==> src/rtl/param_big_alu_if.sv <==
// param_big_alu_if -- operand/function-code/result bundle for param_big_alu.
// The master side drives the operation request and the slave (the ALU)
// returns the registered result together with its busy/done status.
interface param_big_alu_if #(
  parameter int WIDTH = 32
);
  logic [WIDTH-1:0] a;
  logic [WIDTH-1:0] b;
  logic [5:0]       signal;
  logic [WIDTH-1:0] result;
  logic             busy;
  logic             done;

  modport master (output a, output b, output signal,
                  input result, input busy, input done);
  modport slave  (input a, input b, input signal,
                  output result, output busy, output done);
endinterface

==> src/rtl/param_big_alu.sv <==
// param_big_alu -- parameterised ALU with single-cycle logic/arith/shift ops
// and a multi-cycle unsigned multiplier (shift-add, one bit per cycle) that
// writes its double-width product into HI/LO.
// Optional feature macro: ALU_DIVU_EN adds unsigned restoring division on
// code 27 (LO = quotient, HI = remainder). Without it code 27 is unknown.
module param_big_alu #(
  parameter int WIDTH = 32,
  parameter int SW    = $clog2(WIDTH)
) (
  input logic            clk,
  input logic            reset,
  param_big_alu_if.slave bus
);

  localparam int CW = $clog2(WIDTH + 1);

  localparam logic [5:0] OP_SLL   = 6'd0;
  localparam logic [5:0] OP_SRL   = 6'd2;
  localparam logic [5:0] OP_MULTU = 6'd25;
  localparam logic [5:0] OP_DIVU  = 6'd27;
  localparam logic [5:0] OP_ADD   = 6'd32;
  localparam logic [5:0] OP_SUB   = 6'd34;
  localparam logic [5:0] OP_AND   = 6'd36;
  localparam logic [5:0] OP_OR    = 6'd37;
  localparam logic [5:0] OP_SLT   = 6'd42;
  localparam logic [5:0] OP_LO    = 6'd60;
  localparam logic [5:0] OP_HI    = 6'd61;

`ifdef ALU_DIVU_EN
  typedef enum logic [1:0] {IDLE = 2'd0, MUL = 2'd1, DIV = 2'd2, FIN = 2'd3} state_t;
`else
  typedef enum logic [1:0] {IDLE = 2'd0, MUL = 2'd1, FIN = 2'd3} state_t;
`endif

  state_t             state;
  logic [2*WIDTH-1:0] acc;     // mul: {partial product, multiplier}; div: {remainder, quotient}
  logic [WIDTH-1:0]   mcand;   // latched multiplicand or divisor
  logic [CW-1:0]      cnt;
  logic [WIDTH-1:0]   hi;
  logic [WIDTH-1:0]   lo;
  logic [WIDTH-1:0]   result;
  logic               busy;
  logic               done;

  logic [WIDTH-1:0]   alu_out;
  logic [WIDTH:0]     mul_sum;
  logic [2*WIDTH-1:0] mul_next;

  assign bus.result = result;
  assign bus.busy   = busy;
  assign bus.done   = done;

  // Single-cycle function decode; unknown codes produce zero.
  always_comb begin
    alu_out = '0;
    case (bus.signal)
      OP_SLL:  alu_out = bus.a << bus.b[SW-1:0];
      OP_SRL:  alu_out = bus.a >> bus.b[SW-1:0];
      OP_ADD:  alu_out = bus.a + bus.b;
      OP_SUB:  alu_out = bus.a - bus.b;
      OP_AND:  alu_out = bus.a & bus.b;
      OP_OR:   alu_out = bus.a | bus.b;
      OP_SLT:  alu_out = {{(WIDTH-1){1'b0}}, ($signed(bus.a) < $signed(bus.b))};
      OP_LO:   alu_out = lo;
      OP_HI:   alu_out = hi;
      default: alu_out = '0;
    endcase
  end

  // One shift-add step: add multiplicand to upper half when the current
  // multiplier LSB is set, then shift the whole accumulator right by one.
  always_comb begin
    mul_sum  = {1'b0, acc[2*WIDTH-1:WIDTH]} + (acc[0] ? {1'b0, mcand} : {(WIDTH+1){1'b0}});
    mul_next = {mul_sum, acc[WIDTH-1:1]};
  end

`ifdef ALU_DIVU_EN
  logic [WIDTH:0]     div_shift;
  logic [WIDTH:0]     div_diff;
  logic               div_ge;
  logic [2*WIDTH-1:0] div_next;

  // One restoring-division step: bring the next dividend bit into the
  // remainder and subtract the divisor when it fits. A zero divisor always
  // fits, which naturally yields an all-ones quotient and remainder = a.
  always_comb begin
    div_shift = {acc[2*WIDTH-1:WIDTH], acc[WIDTH-1]};
    div_diff  = div_shift - {1'b0, mcand};
    div_ge    = (div_shift >= {1'b0, mcand});
    div_next  = {(div_ge ? div_diff[WIDTH-1:0] : div_shift[WIDTH-1:0]),
                 acc[WIDTH-2:0], div_ge};
  end
`endif

  // Control FSM with registered result, HI/LO and status outputs.
  always_ff @(posedge clk or negedge reset) begin
    if (!reset) begin
      state  <= IDLE;
      acc    <= '0;
      mcand  <= '0;
      cnt    <= '0;
      hi     <= '0;
      lo     <= '0;
      result <= '0;
      busy   <= 1'b0;
      done   <= 1'b0;
    end else begin
      case (state)
        IDLE: begin
          done <= 1'b0;
          cnt  <= '0;
          if (bus.signal == OP_MULTU) begin
            state <= MUL;
            acc   <= {{WIDTH{1'b0}}, bus.b};
            mcand <= bus.a;
            busy  <= 1'b1;
`ifdef ALU_DIVU_EN
          end else if (bus.signal == OP_DIVU) begin
            state <= DIV;
            acc   <= {{WIDTH{1'b0}}, bus.a};
            mcand <= bus.b;
            busy  <= 1'b1;
`endif
          end else begin
            result <= alu_out;
            busy   <= 1'b0;
          end
        end
        MUL: begin
          acc <= mul_next;
          cnt <= cnt + CW'(1);
          if (cnt == CW'(WIDTH - 1)) begin
            state <= FIN;
            done  <= 1'b1;
          end else begin
            done  <= 1'b0;
          end
        end
`ifdef ALU_DIVU_EN
        DIV: begin
          acc <= div_next;
          cnt <= cnt + CW'(1);
          if (cnt == CW'(WIDTH - 1)) begin
            state <= FIN;
            done  <= 1'b1;
          end else begin
            done  <= 1'b0;
          end
        end
`endif
        FIN: begin
          hi    <= acc[2*WIDTH-1:WIDTH];
          lo    <= acc[WIDTH-1:0];
          state <= IDLE;
          cnt   <= '0;
          busy  <= 1'b0;
          done  <= 1'b0;
        end
        default: begin
          state <= IDLE;
          cnt   <= '0;
          busy  <= 1'b0;
          done  <= 1'b0;
        end
      endcase
    end
  end

endmodule

==> src/flat_wrapper.sv <==
// flat-port wrapper written by rule: the top's interface ports become plain ports
module param_big_alu_flat 
#(
  parameter int WIDTH = 32,
  parameter int SW    = $clog2(WIDTH)
)
  (clk, reset, bus_a, bus_b, bus_signal, bus_result, bus_busy, bus_done);
  param_big_alu_if #(.WIDTH(WIDTH)) bus_i ();
  input logic clk;
  input logic reset;
  input wire logic [$bits(bus_i.a)-1:0] bus_a;
  input wire logic [$bits(bus_i.b)-1:0] bus_b;
  input wire logic [$bits(bus_i.signal)-1:0] bus_signal;
  output wire logic [$bits(bus_i.result)-1:0] bus_result;
  output wire logic [$bits(bus_i.busy)-1:0] bus_busy;
  output wire logic [$bits(bus_i.done)-1:0] bus_done;
  assign bus_i.a = bus_a;
  assign bus_i.b = bus_b;
  assign bus_i.signal = bus_signal;
  assign bus_result = bus_i.result;
  assign bus_busy = bus_i.busy;
  assign bus_done = bus_i.done;
  param_big_alu #(.WIDTH(WIDTH), .SW(SW)) u_core (.clk(clk), .reset(reset), .bus(bus_i));
endmodule
==> config.mk <==
export PLATFORM = sky130hd
export DESIGN_NAME = param_big_alu_flat
export DESIGN_NICKNAME = d
export VERILOG_FILES = /design/src/rtl/param_big_alu_if.sv /design/src/rtl/param_big_alu.sv /design/src/flat_wrapper.sv
export SDC_FILE = /design/constraint.sdc
export NUM_CORES = 1
export LEC_CHECK = 0
export CORE_MARGIN = 3
export CORE_UTILIZATION = 34
export DETAILED_ROUTE_END_ITERATION = 10
export HOLD_SLACK_MARGIN = 0.02
export PLACE_DENSITY = 0.6
export SYNTH_ARGS = -nofsm -noshare
export SYNTH_HDL_FRONTEND = slang
export SYNTH_SLANG_ARGS = --single-unit
==> constraint.sdc <==
create_clock -name clk -period 7 [get_ports clk]
set_input_delay 2.1 -clock clk [delete_from_list [all_inputs] [get_ports clk]]
set_output_delay 2.1 -clock clk [all_outputs]
set_load 0.01 [all_outputs]
Fig. 1: routed metal per tile
Bar = 50 um. The die is cut into 23 by 23 equal tiles; dark blue is low, red is high, scaled to the fullest tile. Values are wire area over tile area, all layers added.
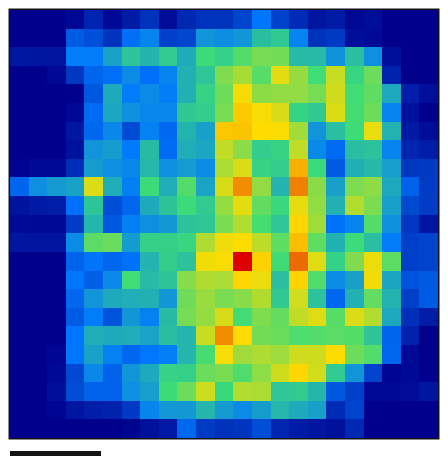
mean over tiles: 0.23
densest ninth of the die: center
fullest tile: 0.72
tiles over half the peak: 26%

Fig. 2: routing congestion
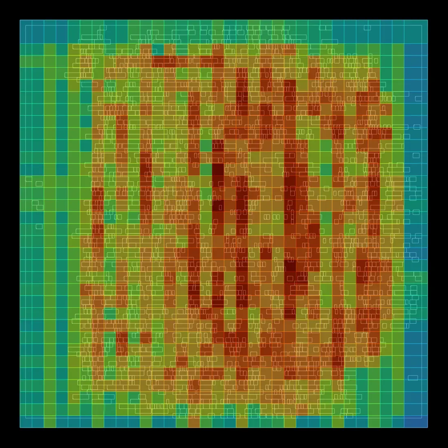
global-route track usage on met3: 4.99%
met2 layer usage reported by global route: 41.1%
met1 routing resource usage after global routing: 38.4%

==> summary.txt <==
The run has ended; figures from its reports follow.

The shortest period the worst path allows came out at around 5.6 ns. The final routed DRC violation total came out at 0. The count of endpoints failing setup in the final report is 0. Per the OpenROAD floorplan log, the area of the die is 0.0549 mm^2.

The signal on the critical path passes through clkdlybuf4s50_1 > inv_1 > ha_1 > nor4_1 > o211ai_2 > a21oi_1 > o21ai_1 > a21boi_1 > o2111a_1 > o31ai_1 > a21oi_1. The routability congestion estimate is about 1.0. The number of inserted filler cells in the final layout is 5191. The total of buffers placed on input and output ports is 105. The area occupied by registers came out at 0.00505 mm^2. The combinational family with the most area after synthesis is AND-OR/OR-AND gates. The report counts max-capacitance violations totalling 0.

The instance count of the mapped netlist came out at 2096. The via count of the first global-routing pass came out at 16.5k. The floorplan step defined a core boundary enclosing 0.0514 mm^2. The total global routing overflow came out at 0. The most instantiated library cell after synthesis is sky130_fd_sc_hd__nand2_1. The die is 234 um tall. The run finished with clean final reports. The remaining number of nets flagged by the antenna check after routing is 0.

The number of antenna violations at the first check in global routing came to 7. The count of final max-slew check failures is 0. The violation tally from detailed-route iteration zero came out at 1959. The via count is 17.5k. The setup skew after layout came out at 0.0161 ns. The HPWL after detailed placement is just under 60 mm. The critical path's most frequent cell is sky130_fd_sc_hd__a21oi_1.

The depth of the CTS H-tree is 1. Static timing analysis puts the maximum clock frequency at about 180 MHz. The synthesis run shows multiplexers occupying around an eighth of the cell area.

The number of ordinary and repair buffers in the finished layout is between 100 and 150. According to the hold report, the worst path is of the reg -> reg type. The data required time of the critical path is 7.49 ns.

The area of the mapped netlist came out at 0.0177 mm^2. The die width came out at 234 um. The area growth from synthesis to final layout is 14.3%. The part of the cycle the worst path needs is 79.7%. Non-clock buffers make up 6.61% of the layout cell area. The leakage component of the power came out at 8.84 nW. By area the synthesized netlist is led by sky130_fd_sc_hd__dfrtp_1 29%, sky130_fd_sc_hd__ha_1 9.5%, sky130_fd_sc_hd__mux4_2 5.7%. The clock buffer and inverter area fraction after layout came out at 4.30%. The worst hold slack came out at between 0.4 and 0.5 ns. The count of yosys warnings during synthesis came out at 0. The average via count per standard cell is 6.17. The post-route netlist has 11.5% of its cells at a drive strength greater than 1. The post-cts sizing count came out at 0. The largest cell class by area is multi-input combinational cells.

Yosys reported that registers with async set or reset make up 100%. Clock buffers in the final layout number 34. Hold repair after CTS inserted 0 buffers. The maximum VDD drop is 0.115 mV. The adder and majority gate portion of the synthesized area is 9.80%. The average wire per standard cell is 26.8 um. The count of flip-flops with a built-in enable after synthesis is 0.

Entering global routing, the biggest net connects 123 pins. The total power per unit cell area came out at ~250 mW/mm^2. The number of warnings reported in the stage logs is 98. After synthesis, the chip area reported by Yosys is 0.0177 mm^2. TritonCTS built the clock tree. The average instance area after synthesis is 8.45 um^2. The simple-gate share of the synthesized area came out at 17.7%.

The register bit count reported by yosys came out at 202. The slowest stage of the critical path belongs to the cell sky130_fd_sc_hd__clkdlybuf4s50_1. The total inserted antenna cells is 2. The number of buffers created by CTS is 25. The leading register cell type out of synthesis is sky130_fd_sc_hd__dfrtp_1. The overall track demand over capacity in global routing came out at between 20% and 30%. The layout report gives the multi-input gate share of total cell area as between 50% and 60%. Summing internal, switching and leakage power gives 5.02 mW. For reference, XOR and XNOR gates occupy ~1.6% of the area reported after synthesis. The first detailed-routing pass took 6 iterations. The global-route wire length before repair came out at ~110 mm. Setup repair after global routing left no endpoint under its margin. The top-level I/O count is 106. The category of the worst setup path launch point is an input pin. The number of distinct standard cells referenced by the synthesized netlist came out at 93. The worst reg-to-reg setup slack came out at 3.23 ns. The instance area at placement came out at just under 0.02 mm^2.

Sorting the synthesized cells by how often they occur yields 224 x sky130_fd_sc_hd__nand2_1, 214 x sky130_fd_sc_hd__nor2_1, 202 x sky130_fd_sc_hd__dfrtp_1. Post-CTS timing repair inserted 0 buffers for setup. The worst setup path is captured at a register. The routed wire length came out at 75.8 mm. The number of nets at floorplan is 2305.

The clock passes through at most 3 buffers. The starting density of the core came out at 34.5%. By startpoint and endpoint, the worst setup path is classified as in -> reg. There are 202 flip-flops and latches. The clock insertion delay at the later pin of the skew report is 0.56 ns. For this design, the sink count on the clock tree is 202. The post-synthesis cell type with the largest combined area is sky130_fd_sc_hd__dfrtp_1. For this run, the post-layout net count is 2338. The signal arrival time at the worst endpoint is between 6 and 7 ns. The clock root buffer master is sky130_fd_sc_hd__clkbuf_16.

Per the slew report, the remaining headroom to the max-slew limit stands at 30.3%. The number of cells in Yosys stat is 2096. Summed over its instances, the top area cell type makes up 28.5% of the synthesized netlist area.

The combined area of the multi-input logic cells came out at 0.0118 mm^2. The number of well taps came out at 680. The number of hold-slack violations in the final timing report is 0.

The number of non-clock inverters is 100. The registers of the reported paths see a clock transition of approximately 0.070 ns. The maximum fanout along the worst path is 13. The count of multi-input combinational gates is 1658. The portion of the post-synthesis area used by sequential elements is approximately 29%. Summed over all failing endpoints, the final setup total negative slack is 0 ns. The slew at the pin closest to its max-slew limit is 1.04 ns. Summing the areas of all compound-gate instances in the mapped netlist gives 24.5% of the synthesized area. The delay of the slowest critical-path stage came out at between 0.8 and 0.9 ns.
Fig. 3: placed cells, one color a class
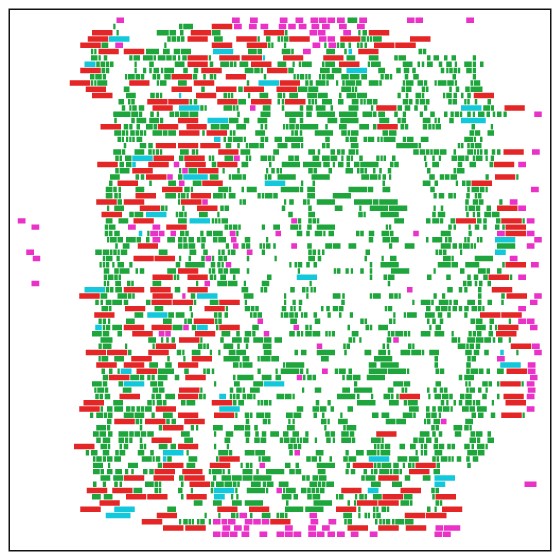
| color | class | cells | share of their area |
|---|---|---|---|
| red | flip-flops | 202 | 26% |
| magenta | other buffers and delay cells | 142 | 6.9% |
| green | all other logic | 1758 | 63% |
| cyan | clock drivers and dummy loads | 45 | 4.5% |
fraction of area in registers: 25.0%
number of standard-cell rows in the floorplan: 83
Final Instance Area: 0.0203 mm^2
core occupancy in the finished layout: 39.4%

Fig. 4: metal layers overlaid
Bar = 50 um.
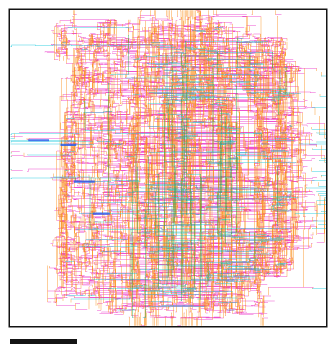
| color | layer | wire length |
|---|---|---|
| cyan | met3 | 6520 um |
| green | met4 | 2790 um |
| orange | met2 | 33.2 mm |
| blue | met5 | 48.8 um |
| magenta | met1 | 33.3 mm |

==> stage by stage <==
stage | worst slack [ns] | std cells
after floorplan | 1.62 | 2096
after global placement | 0.947 | 2782
after detailed placement | 0.946 | 2782
after CTS | 1.50 | 2827
after global routing | 1.33 | 2828
final | 1.42 | 2829
==> flip-flops by register name, summed over array words and instances (netlist names) <==
signal             count
u_core.bus.busy        1
u_core.hi             32
u_core.state           2
u_core.lo             32
u_core.mcand          32
u_core.acc            64
u_core.cnt             6
u_core.bus.done        1
u_core.bus.result     32
==> per-layer routing <==
metal  global-route usage, %  wire (um)
met3                    4.99       6520
met4                    9.03       2790
met1                    38.4      33300
met5                       0         48
met2                    41.1      33200
==> where the power goes <==
group	total, mW	internal (mW)	switching, mW
registers	1.62	1.42	0.203
clock network	1.39	0.838	0.556
logic	2.00	0.773	1.23
==> worst paths after layout <==
check                                               start                           endpoint  cells after the start
worst max-delay path                            bus_a[16]  u_core.bus.result[27]$_DFFE_PN0P_                     11
max in group asynchronous                           reset         u_core.acc[59]$_DFFE_PN0P_                      2
min in group asynchronous                           reset  u_core.bus.result[10]$_DFFE_PN0P_                      1
worst min-delay path              u_core.cnt[0]$_DFF_PN0_            u_core.cnt[0]$_DFF_PN0_                      1
worst max register to register  u_core.acc[0]$_DFFE_PN0P_         u_core.acc[63]$_DFFE_PN0P_                     14
worst min register to register    u_core.cnt[0]$_DFF_PN0_            u_core.cnt[0]$_DFF_PN0_                      1
==> logic make-up (layout without fill, tap and decap cells) <==
family,count (synthesis),after routing
AOI/OAI and AO/OA,648,648
other,0,2
and+or+nand+nor,684,684
xor gates and xnor gates,33,33
buffers and inverters,236,287
DFF,202,202
muxes,156,156
adders and majority gates,137,137
==> critical path, delay by kind of cell <==
kind	cells	cell delay, ns
compound gates	7	1.54
simple gates	1	0.72
fa+ha+maj	1	0.51
buf+inv	2	1.18
==> cell usage in the layout, fill, tap and decap left out, types with 22 or more instances in the layout <==
cell,synthesis,final
sky130_fd_sc_hd__a21o_1,29,29
sky130_fd_sc_hd__a21oi_1,133,133
sky130_fd_sc_hd__a221o_1,24,24
sky130_fd_sc_hd__a221oi_1,22,22
sky130_fd_sc_hd__a31oi_1,51,51
sky130_fd_sc_hd__and2_1,43,42
sky130_fd_sc_hd__buf_4,7,37
sky130_fd_sc_hd__clkbuf_16,0,25
sky130_fd_sc_hd__clkdlybuf4s50_1,0,102
sky130_fd_sc_hd__dfrtp_1,202,202
sky130_fd_sc_hd__ha_1,134,134
sky130_fd_sc_hd__inv_1,98,97
sky130_fd_sc_hd__mux2_2,68,68
sky130_fd_sc_hd__mux2i_1,43,43
sky130_fd_sc_hd__mux4_2,45,45
sky130_fd_sc_hd__nand2_1,224,223
sky130_fd_sc_hd__nand3_1,52,52
sky130_fd_sc_hd__nor2_1,214,212
sky130_fd_sc_hd__nor3_1,36,33
sky130_fd_sc_hd__o21ai_0,138,138
sky130_fd_sc_hd__o21ai_1,39,39
No activity file was given, so power comes from the tool's default toggle rates.
